Design ui_input_conditioner_flat, sky130hd; sources not shown.
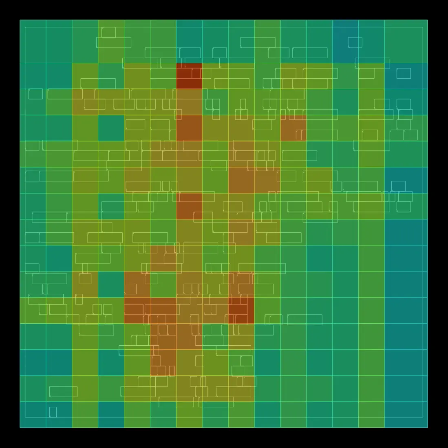
**Above:** congestion heat map.
met2 Track Usage GR: 13.6%
GRT Max-Usage Layer: met1

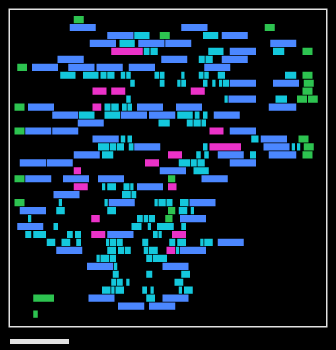
**Above:** placement by cell class.
The bar under the picture is 20 um long.
Key: combinational and other logic = cyan [cells 133, share of their area 31%]; remaining buffers and delay cells = green [cells 22, share of their area 7.3%]; sequential cells = blue [cells 64, share of their area 54%]; clock drivers and dummy loads = magenta [cells 16, share of their area 7.6%]
# rows: 38
Layout Utilization: 29.1%
Design Area, Final: 0.00317 mm^2

==> flow_metrics.env <==
# implementation run metrics
export IMPL_core_mm2=0.0109
export IMPL_first_pass_iters=4
export IMPL_crit_chain="ha_1 > and3_1 > nand4_1 > nor3_4 > buf_4 > mux2_2"
export IMPL_crit_type="reg -> reg"
export IMPL_post_place_ws_ps=612
export IMPL_dr_wl_met3_um=243
export IMPL_clockBufferDepth=2
export IMPL_fin_hold_ws_ps=34.5
export IMPL_gr_total_overflow=0
export IMPL_post_dp_cell_area_mm2=0.00294
export IMPL_syn_to_final_growth_pct=22.5
export IMPL_warning_count=27
export IMPL_rsz0062_at_grt="no"
export IMPL_lay_top_cells="dfrtp_1, nand3_1, clkdlybuf4s50_1"
export IMPL_slew_headroom_pct=60.8
export IMPL_p_per_area_mw_per_mm2=639
export IMPL_antenna_left=0
export IMPL_finalCritPeriodShare_pct=76.0
export IMPL_yosys_stat_area_mm2=0.00258
export IMPL_gp_congestion=0.687
export IMPL_vias=1574
export IMPL_tns_ps=0
export IMPL_hpwl_mm=3.10
export IMPL_path_max_fanout=14
export IMPL_ys_types=30
export IMPL_drive_gt1_share_pct=18.3
export IMPL_start_kind="flop"
export IMPL_die_w_um=108
export IMPL_clk_latency_ps=350
export IMPL_final_common_cell="dfrtp_1"
export IMPL_ys_sh_simple_pct=17.5
export IMPL_aoi_share_pct=4.07
export IMPL_path_buffers=1
export IMPL_outcome="finished, final reports clean"
export IMPL_wl_met1_mm=2.54
export IMPL_final_cells=375
export IMPL_chipArea_mm2=0.0117
export IMPL_cp_arrival_ps=2200
export IMPL_common_cells="dfrtp_1, nand3_1, nor2_1, mux2_4"
export IMPL_setup_violations=0
export IMPL_critical_path_depth=6
export IMPL_cts_made_buffers=9
export IMPL_async_reset_ff_share_pct=100
export IMPL_antenna_found_initial=0
export IMPL_xor_share_pct=5.08
export IMPL_maxCapViolations=0
export IMPL_topCellsByArea="dfrtp_1, mux2_4, nand3_1, dfstp_2, mux2_2"
export IMPL_hp_class="in -> async"
export IMPL_skew_ps=14.1
export IMPL_avgSynthCellArea_um2=12.7
export IMPL_use_met1_pct=14.0
export IMPL_wl_per_cell_um=13.0
export IMPL_grtUsageTotal_pct=9.89
export IMPL_grt_pass1_wl_mm=8.61
export IMPL_yosysMostFrequentCell="dfrtp_1"
export IMPL_ff2ff_path_depth=6
export IMPL_end_kind="flop"
export IMPL_grt_start_max_net_pins=65
export IMPL_num_nets_final=242
export IMPL_layout_setup_ws_ps=624
export IMPL_worst_pin_slew_ps=583
export IMPL_fin_total_pwr_uw=2020
export IMPL_top_layer="met4"
export IMPL_synth_area_leader_cell="dfrtp_1"
export IMPL_fp_dieH_um=108
export IMPL_yosysWarnings=0
export IMPL_ys_sh_mux_pct=8.86
export IMPL_clock_sinks=64
export IMPL_fp_nets=215
export IMPL_port_buffers=18
export IMPL_leakage_uw=0.00143
export IMPL_slowest_delay_ps=410
export IMPL_dp_cells=359
export IMPL_post_route_min_period_ps=1980
export IMPL_ys_flop_type="dfrtp_1"
export IMPL_drv_slew=0
export IMPL_rrSetupSlack_ps=620
export IMPL_first_global_vias=1652
export IMPL_numSynthFlops=64
export IMPL_clk_pin_slew_ps=80
export IMPL_cp_data_required_time_ps=2830
export IMPL_topCombFamilyByArea="simple AND/OR/NAND/NOR gates"
export IMPL_first_iter_violations=128
export IMPL_met2WireLength_mm=2.00
export IMPL_hold_viol=0
export IMPL_n_antenna_cell=0
export IMPL_drc=0
export IMPL_ys_cells=203
export IMPL_fp_utilization_pct=23.7
export IMPL_htreeDepth=3
export IMPL_io_pins=20
export IMPL_cts_tree="done"
export IMPL_via_per_inst=4.20
export IMPL_ys_seq_share_pct=62.1
export IMPL_netlist_area_mm2=0.00258
export IMPL_fmax_mhz=506
export IMPL_synth_top_area_share_pct=59.1
export IMPL_edf_count=0
export IMPL_grtUsageMet3_pct=3.07
export IMPL_vdd_drop_max_mv=0.246
export IMPL_cp_slowest_cell="dfrtp_1"
export IMPL_cp_top_family="simple AND/OR/NAND/NOR gates"
export IMPL_cts_root_buf="clkbuf_8"
export IMPL_wl_mm=4.87
export IMPL_ys_sh_adder_pct=0.484
export IMPL_synthCells=203
==> power by group <==
| group | internal [uW] | switching (uW) | total (uW) |
|---|---|---|---|
| registers | 1010 | 5.64 | 1010 |
| clock network | 549 | 425 | 974 |
| logic | 14.9 | 21.6 | 36.5 |
| total | 1570 | 452 | 2020 |
==> layout make-up <==
cell class	count	area, um^2
timing repair buffer	22	218
sequential	64	1610
clock buffer	9	124
inverter	3	11.3
multi-input combinational	130	930
clock inverter	7	103
fill	1105	7720
tap	140	175
==> worst reg2reg max path, cell delays in order (launching register included) <==
cell     delay (ps)
dfrtp_1         410
ha_1            220
and3_1          290
nand4_1         180
nor3_4          160
buf_4           250
mux2_2          360
No activity file was given, so power comes from the tool's default toggle rates.
